[config.mk]
export PLATFORM = sky130hd
export DESIGN_NAME = multicycle_ctrl_fsm
export DESIGN_NICKNAME = d
export VERILOG_FILES = /design/src/rtl/riscv_ctrl_pkg.sv /design/src/rtl/mc_ctrl_decode.sv /design/src/rtl/multicycle_ctrl_fsm.sv
export SDC_FILE = /design/constraint.sdc
export NUM_CORES = 1
export LEC_CHECK = 0
export ABC_CLOCK_PERIOD_IN_PS = 2270
export CAP_MARGIN = 5
export CORE_MARGIN = 3
export CORE_UTILIZATION = 51
export CTS_BUF_LIST = sky130_fd_sc_hd__clkbuf_8
export DETAILED_ROUTE_END_ITERATION = 6
export PLACE_DENSITY_LB_ADDON = 0.3
export REMOVE_ABC_BUFFERS = 1
export SLEW_MARGIN = 10
export SYNTH_ARGS = -nofsm -noshare
export SYNTH_HDL_FRONTEND = slang
export SYNTH_SLANG_ARGS = --single-unit
[constraint.sdc]
create_clock -name clk -period 2.27 [get_ports clk]
set_input_delay 0.5675 -clock clk [delete_from_list [all_inputs] [get_ports clk]]
set_output_delay 0.5675 -clock clk [all_outputs]
set_load 0.05 [all_outputs]
[src/rtl/riscv_ctrl_pkg.sv]
// Shared encodings for the multi-cycle RISC-V control path:
// FSM states, opcodes, ALUOp and datapath select codes.
package riscv_ctrl_pkg;

  localparam logic [3:0] S_FETCH    = 4'd0;
  localparam logic [3:0] S_DECODE   = 4'd1;
  localparam logic [3:0] S_MEMADR   = 4'd2;
  localparam logic [3:0] S_MEMREAD  = 4'd3;
  localparam logic [3:0] S_MEMWB    = 4'd4;
  localparam logic [3:0] S_MEMWRITE = 4'd5;
  localparam logic [3:0] S_EXECR    = 4'd6;
  localparam logic [3:0] S_EXECI    = 4'd7;
  localparam logic [3:0] S_ALUWB    = 4'd8;
  localparam logic [3:0] S_BEQ      = 4'd9;
  localparam logic [3:0] S_JAL      = 4'd10;
  localparam logic [3:0] S_TRAP     = 4'd11;

  typedef enum logic [3:0] {
    FETCH    = S_FETCH,
    DECODE   = S_DECODE,
    MEMADR   = S_MEMADR,
    MEMREAD  = S_MEMREAD,
    MEMWB    = S_MEMWB,
    MEMWRITE = S_MEMWRITE,
    EXECR    = S_EXECR,
    EXECI    = S_EXECI,
    ALUWB    = S_ALUWB,
    BEQ      = S_BEQ,
    JAL      = S_JAL,
    TRAP     = S_TRAP
  } state_t;

  localparam logic [6:0] OP_LW  = 7'b0000011;
  localparam logic [6:0] OP_SW  = 7'b0100011;
  localparam logic [6:0] OP_R   = 7'b0110011;
  localparam logic [6:0] OP_I   = 7'b0010011;
  localparam logic [6:0] OP_BEQ = 7'b1100011;
  localparam logic [6:0] OP_JAL = 7'b1101111;

  localparam logic [1:0] ALUOP_ADD   = 2'b00;
  localparam logic [1:0] ALUOP_SUB   = 2'b01;
  localparam logic [1:0] ALUOP_FUNCT = 2'b10;

  localparam logic [1:0] RES_ALUOUT = 2'b00;
  localparam logic [1:0] RES_DATA   = 2'b01;
  localparam logic [1:0] RES_ALU    = 2'b10;

  localparam logic [1:0] SRCA_PC    = 2'b00;
  localparam logic [1:0] SRCA_OLDPC = 2'b01;
  localparam logic [1:0] SRCA_RS1   = 2'b10;

  localparam logic [1:0] SRCB_RS2  = 2'b00;
  localparam logic [1:0] SRCB_IMM  = 2'b01;
  localparam logic [1:0] SRCB_FOUR = 2'b10;

  localparam logic ADR_PC     = 1'b0;
  localparam logic ADR_ALUOUT = 1'b1;

  typedef struct packed {
    logic       mem_req;
    logic       pc_write;
    logic       adr_src;
    logic       ir_write;
    logic       mem_write;
    logic       reg_write;
    logic [1:0] result_src;
    logic [1:0] alu_src_a;
    logic [1:0] alu_src_b;
    logic [1:0] alu_op;
  } ctrl_t;

  // States whose exit to FETCH retires an instruction.
  function automatic logic is_retire_state(state_t s);
    return (s == MEMWB) || (s == MEMWRITE) ||
           (s == ALUWB) || (s == BEQ);
  endfunction

endpackage

[src/rtl/mc_ctrl_decode.sv]
// Combinational control decode: state plus mem_ready and zero
// to every datapath enable and select.
module mc_ctrl_decode
  import riscv_ctrl_pkg::*;
(
  input  state_t state,
  input  logic   mem_ready,
  input  logic   zero,
  output ctrl_t  ctrl
);

  logic pc_update;
  logic branch;
  ctrl_t c;

  always_comb begin
    c         = '0;
    pc_update = 1'b0;
    branch    = 1'b0;
    unique case (state)
      FETCH: begin
        c.mem_req    = 1'b1;
        c.adr_src    = ADR_PC;
        c.alu_src_a  = SRCA_PC;
        c.alu_src_b  = SRCB_FOUR;
        c.result_src = RES_ALU;
        c.alu_op     = ALUOP_ADD;
        c.ir_write   = mem_ready;
        pc_update    = mem_ready;
      end
      DECODE: begin
        c.alu_src_a = SRCA_OLDPC;
        c.alu_src_b = SRCB_IMM;
      end
      MEMADR: begin
        c.alu_src_a = SRCA_RS1;
        c.alu_src_b = SRCB_IMM;
      end
      MEMREAD: begin
        c.mem_req = 1'b1;
        c.adr_src = ADR_ALUOUT;
      end
      MEMWB: begin
        c.result_src = RES_DATA;
        c.reg_write  = 1'b1;
      end
      MEMWRITE: begin
        c.mem_req   = 1'b1;
        c.adr_src   = ADR_ALUOUT;
        c.mem_write = mem_ready;
      end
      EXECR: begin
        c.alu_src_a = SRCA_RS1;
        c.alu_src_b = SRCB_RS2;
        c.alu_op    = ALUOP_FUNCT;
      end
      EXECI: begin
        c.alu_src_a = SRCA_RS1;
        c.alu_src_b = SRCB_IMM;
        c.alu_op    = ALUOP_FUNCT;
      end
      ALUWB: begin
        c.result_src = RES_ALUOUT;
        c.reg_write  = 1'b1;
      end
      BEQ: begin
        c.alu_src_a = SRCA_RS1;
        c.alu_src_b = SRCB_RS2;
        c.alu_op    = ALUOP_SUB;
        branch      = 1'b1;
      end
      JAL: begin
        c.alu_src_a = SRCA_OLDPC;
        c.alu_src_b = SRCB_FOUR;
        pc_update   = 1'b1;
      end
      default: c = '0;
    endcase
    c.pc_write = pc_update | (branch & zero);
  end

  assign ctrl = c;

endmodule

[src/rtl/multicycle_ctrl_fsm.sv]
// Multi-cycle core main controller: state register, next state, instret.
// Define ILLEGAL_TRAP_EN to trap unknown opcodes and expose illegal.
module multicycle_ctrl_fsm
  import riscv_ctrl_pkg::*;
#(
  parameter int CNT_W = 32
) (
  input  logic             clk,
  input  logic             rst_n,
  input  logic [6:0]       op,
  input  logic             zero,
  input  logic             mem_ready,
  output logic             mem_req,
  output logic             pc_write,
  output logic             adr_src,
  output logic             ir_write,
  output logic             mem_write,
  output logic             reg_write,
  output logic [1:0]       result_src,
  output logic [1:0]       alu_src_a,
  output logic [1:0]       alu_src_b,
  output logic [1:0]       alu_op,
  output logic [CNT_W-1:0] instret
`ifdef ILLEGAL_TRAP_EN
  ,
  output logic             illegal
`endif
);

  state_t           state;
  state_t           nxt;
  logic [CNT_W-1:0] cnt;
  logic             retire;
  ctrl_t            ctrl;
  ctrl_t            gated;

  always_comb begin
    nxt = state;
    unique case (state)
      FETCH:    nxt = mem_ready ? DECODE : FETCH;
      DECODE: begin
        unique case (1'b1)
          (op == OP_LW),
          (op == OP_SW):  nxt = MEMADR;
          (op == OP_R):   nxt = EXECR;
          (op == OP_I):   nxt = EXECI;
          (op == OP_BEQ): nxt = BEQ;
          (op == OP_JAL): nxt = JAL;
`ifdef ILLEGAL_TRAP_EN
          default:        nxt = TRAP;
`else
          default:        nxt = FETCH;
`endif
        endcase
      end
      MEMADR:   nxt = (op == OP_SW) ? MEMWRITE : MEMREAD;
      MEMREAD:  nxt = mem_ready ? MEMWB : MEMREAD;
      MEMWB:    nxt = FETCH;
      MEMWRITE: nxt = mem_ready ? FETCH : MEMWRITE;
      EXECR:    nxt = ALUWB;
      EXECI:    nxt = ALUWB;
      ALUWB:    nxt = FETCH;
      BEQ:      nxt = FETCH;
      JAL:      nxt = ALUWB;
      TRAP:     nxt = TRAP;
      default:  nxt = FETCH;
    endcase
  end

  assign retire = (nxt == FETCH) && is_retire_state(state);

  always_ff @(posedge clk) begin
    if (!rst_n) begin
      state <= FETCH;
      cnt   <= '0;
    end else begin
      state <= nxt;
      if (retire) cnt <= cnt + CNT_W'(1);
    end
  end

`ifdef ILLEGAL_TRAP_EN
  logic ill_q;

  always_ff @(posedge clk) begin
    if (!rst_n)           ill_q <= 1'b0;
    else if (nxt == TRAP) ill_q <= 1'b1;
  end

  assign illegal = rst_n & ill_q;
`endif

  mc_ctrl_decode u_decode (
    .state     (state),
    .mem_ready (mem_ready),
    .zero      (zero),
    .ctrl      (ctrl)
  );

  // Reset is synchronous, so the outputs are masked directly by rst_n.
  assign gated      = rst_n ? ctrl : '0;
  assign mem_req    = gated.mem_req;
  assign pc_write   = gated.pc_write;
  assign adr_src    = gated.adr_src;
  assign ir_write   = gated.ir_write;
  assign mem_write  = gated.mem_write;
  assign reg_write  = gated.reg_write;
  assign result_src = gated.result_src;
  assign alu_src_a  = gated.alu_src_a;
  assign alu_src_b  = gated.alu_src_b;
  assign alu_op     = gated.alu_op;
  assign instret    = rst_n ? cnt : '0;

endmodule

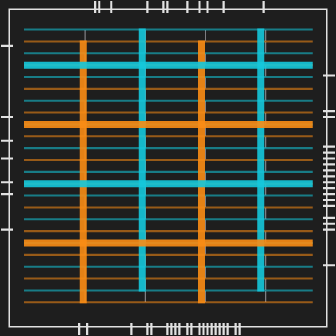
Figure 1: run 1, floorplan with the power grid.
Pins as bars on the die edge. Tap cells in grey.
Cyan marks VDD. Orange marks VSS.
The core has 23 rows. 50 tap cells.

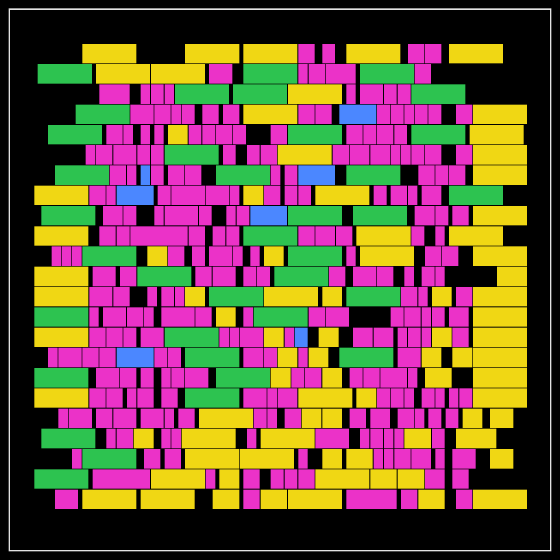
Figure 2: run 1, placed cells, one colour a class.
Yellow marks other buffers and delay cells, cells 81, share of their area 35%. Green marks flops, cells 36, share of their area 21%. Blue marks clock drivers and dummy loads, cells 7, share of their area 2.2%. Magenta marks combinational and other logic, cells 250, share of their area 43%.

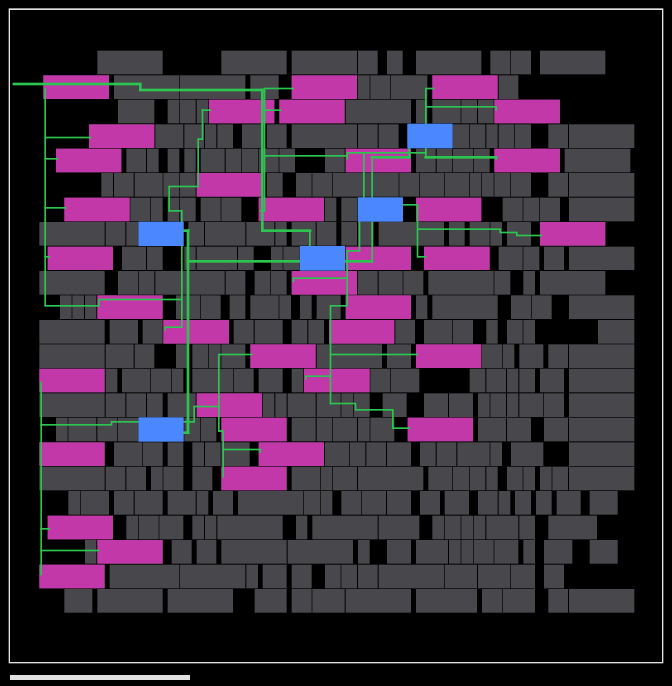
Figure 3: run 1, clock network drawn from the DEF.
The bar under the picture is 20 um long.
Magenta marks flip-flops, count 36. Green marks clock wires, length 440 um. Blue marks clock drivers, count 5.
There are 6 routed clock nets.

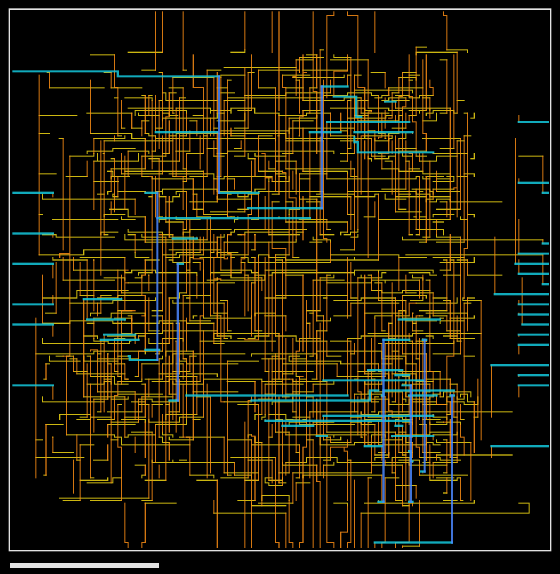
Figure 4: run 1, routed metal, one colour a layer.
The bar under the picture is 20 um long.
Blue marks metal 4, wire length 148 um. Yellow marks metal 1, wire length 2,690 um. Cyan marks metal 3, wire length 400 um. Orange marks metal 2, wire length 3,310 um.

==> impl_metrics.yaml, run 1 <==
# yosys + openroad results
run_status:
  status: "finished clean"
die:
  core_um2: 4140
  fp.dieH_um: 72.5
  nWellTaps: 50
final_layout:
  comb_cells: 242
  dominant_cells: "logic gates"
  nFillCells: 214
  buf_share_pct: 34.0
place:
  dp_slack_ns: -0.244
  place_area_um2: 3440
job:
  cap_violations: 0
synth:
  post-synth-top-count-cell: "nor2_1"
  yosys_area_um2: 2250
  synth_top_area_share_pct: 32.0
  xor_area_share_pct: 6.99
  ys_top_logic_family: "simple AND/OR/NAND/NOR gates"
global_routing:
  antenna_found_initial: 0
  grt_pass1_vias: 2463
  grt_pass1_wl_um: 11100
  grtUsageMet3_pct: 4.43
worst_setup_path:
  crit_end: "mem_req"
  startpoint: "rst_n"
power:
  p_clk_mw: 0.423
  p_clk_share_pct: 34.7
final_timing:
  max_clock_freq_ghz: 0.453
  setup_viol: 0
routing:
  via_count: 2486
==> run 2, diff against run 1 <==
--- a/config.mk
+++ b/config.mk
@@ -10,8 +10,9 @@
 export CORE_MARGIN = 3
 export CORE_UTILIZATION = 51
 export CTS_BUF_LIST = sky130_fd_sc_hd__clkbuf_8
+export CTS_CLUSTER_DIAMETER = 50
 export DETAILED_ROUTE_END_ITERATION = 6
-export PLACE_DENSITY_LB_ADDON = 0.3
+export PLACE_DENSITY = 0.85
 export REMOVE_ABC_BUFFERS = 1
 export SLEW_MARGIN = 10
 export SYNTH_ARGS = -nofsm -noshare
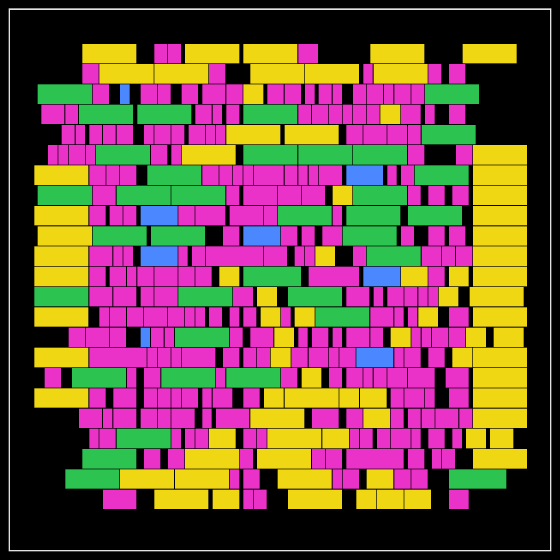
Figure 5: run 2, placed cells, one colour a class.
Blue marks clock drivers and dummy loads, cells 8, share of their area 2.6%. Green marks flops, cells 36, share of their area 21%. Magenta marks combinational and other logic, cells 250, share of their area 43%. Yellow marks other buffers and delay cells, cells 77, share of their area 33%.

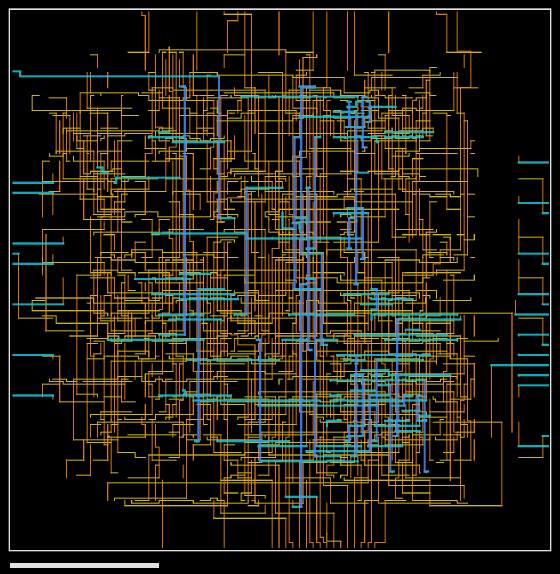
Figure 6: run 2, routed metal, one colour a layer.
The bar under the picture is 20 um long.
Cyan marks metal 3, wire length 622 um. Blue marks metal 4, wire length 389 um. Orange marks metal 2, wire length 3,710 um. Yellow marks metal 1, wire length 2,940 um.
Vias: 2,719
Global Route Usage Sum: 28.6%
Avg WL per Cell: 18.2 um
WL final: 7660 um

==> run 2 against run 1 <==
Effect of this change: the run now ends with setup timing left; sequential power about the same; flip-flop count unchanged; first-iteration DRC count up 58%; cell count down 0.71%; register-to-register slack worse by 0.11 ns; synthesized area unchanged; hold slack worse by 0.0069 ns; count of clock-buffer cells in the layout up 1; routed wire length up 17%; total power up 3.9%; core utilization up 0.24 points; non-clock buffer count down 4.
==> impl_metrics.yaml, run 2 <==
# yosys + openroad results
global_routing:
  grtUsageMet3_pct: 7.62
  grt_pass1_vias: 2576
  antenna_found_initial: 0
  grt_pass1_wl_um: 12000
  grt_most_used_layer: "met2"
final_layout:
  dominant_cells: "logic gates"
  buf_share_pct: 32.9
  layout.cells.most_common: "buf_12"
die:
  nWellTaps: 50
  fp.dieH_um: 72.5
  core_um2: 4140
synth:
  ys_top_logic_family: "simple AND/OR/NAND/NOR gates"
  synthTopCellsByCount: "nor2_1, dfxtp_1, and2_1"
  synth_top_area_share_pct: 32.0
  enable_flop_cells: 0
  yosys_area_um2: 2250
  xor_area_share_pct: 6.99
final_timing:
  setup_ws_ns: -0.0101
  drv_slew: 0
  setup_viol: 1
worst_setup_path:
  startpoint: "rst_n"
  crit_end: "mem_write"
power:
  power.internal_mw: 0.944
  p_clk_mw: 0.462
  p_clk_share_pct: 36.4
  switching_share_pct: 25.5
place:
  dp_slack_ns: -0.337
  place_area_um2: 3410
  place_congestion: 0.871
job:
  cap_violations: 0
run_status:
  status: "complete, but fails checks"
  violations: "setup timing"
==> run 3, diff against run 2 <==
--- a/config.mk
+++ b/config.mk
@@ -5,7 +5,6 @@
 export SDC_FILE = /design/constraint.sdc
 export NUM_CORES = 1
 export LEC_CHECK = 0
-export ABC_CLOCK_PERIOD_IN_PS = 2270
 export CAP_MARGIN = 5
 export CORE_MARGIN = 3
 export CORE_UTILIZATION = 51
==> run 3 against run 2 <==
Effect of this change: the flow still finishes with violations (setup timing); highest routed layer unchanged; largest power group unchanged; combinational power about the same; die area unchanged; critical path type unchanged; count of clock-buffer cells in the layout unchanged; via count unchanged.
==> impl_metrics.yaml, run 3 <==
# yosys + openroad results
global_routing:
  antenna_found_initial: 0
  use_met2_pct: 47.1
  grt_pass1_wl_um: 12000
  grt_most_used_layer: "met2"
  grt_pass1_vias: 2576
  track_usage_pct: 28.6
  grtUsageMet3_pct: 7.62
final_layout:
  dominant_cells: "logic gates"
  buf_share_pct: 32.9
  comb_cells: 242
  nFillCells: 200
  layout.cells.most_common: "buf_12"
  inv_count: 8
power:
  p_clk_share_pct: 36.4
  p_clk_mw: 0.462
  switching_share_pct: 25.5
  power.internal_mw: 0.944
  largestPowerGroup: "sequential cells"
place:
  place_congestion: 0.871
synth:
  ys_sh_simple_pct: 42.0
  synth_top_area_share_pct: 32.0
  synthAoiAreaFrac_pct: 12.9
  yosys_area_um2: 2250
  synthTopCellsByCount: "nor2_1, dfxtp_1, and2_1"
  xor_area_share_pct: 6.99
  syn_inst: 302
  post-synth-top-count-cell: "nor2_1"
  ys_top_logic_family: "simple AND/OR/NAND/NOR gates"
worst_setup_path:
  crit_end: "mem_write"
  startpoint: "rst_n"
  crit_cells: 6
run_status:
  status: "complete, but fails checks"
  violations: "setup timing"
final_timing:
  drv_slew: 0
  setup_viol: 1
  setup_ws_ns: -0.0101
  max_clock_freq_ghz: 0.439
die:
  nWellTaps: 50
job:
  cap_violations: 0
routing:
  routed_wl_um: 7660
  via_count: 2719
  drtPass1Iterations: 5
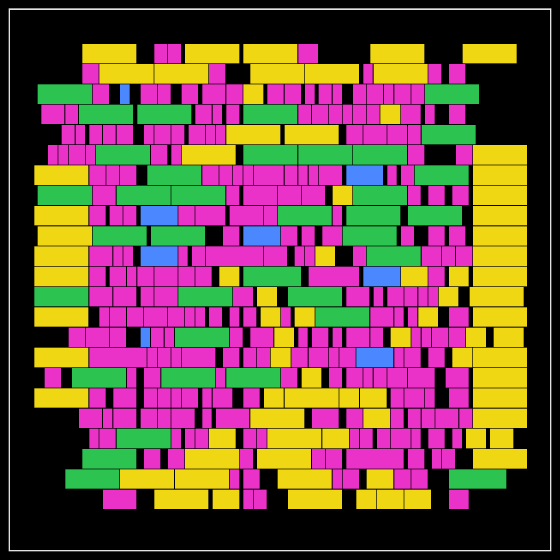
Figure 7: run 3, placed cells, one colour a class.
Magenta marks combinational and other logic, cells 250, share of their area 43%. Yellow marks other buffers and delay cells, cells 77, share of their area 33%. Green marks flops, cells 36, share of their area 21%. Blue marks clock drivers and dummy loads, cells 8, share of their area 2.6%.
fraction of area in registers: 20.3%
design area: 3560 um^2
Final Util: 85.8%
row count: 23

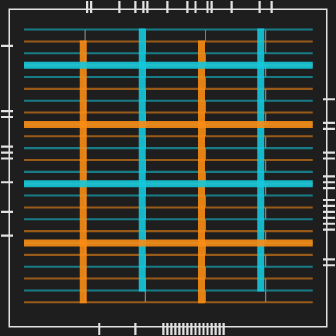
Figure 8: run 3, floorplan with the power grid.
Pins as bars on the die edge. Tap cells in grey.
Cyan marks VDD. Orange marks VSS.
50 tap cells. 57 signal pins sit on the boundary. 4 straps on met4. 24 met1 rails follow the rows. The core has 23 rows.
core area: 4140 um^2
worst vdd ir: 407 uV
die height: 72.5 um
die width: 72.5 um

No activity file was given, so power comes from the tool's default toggle rates.
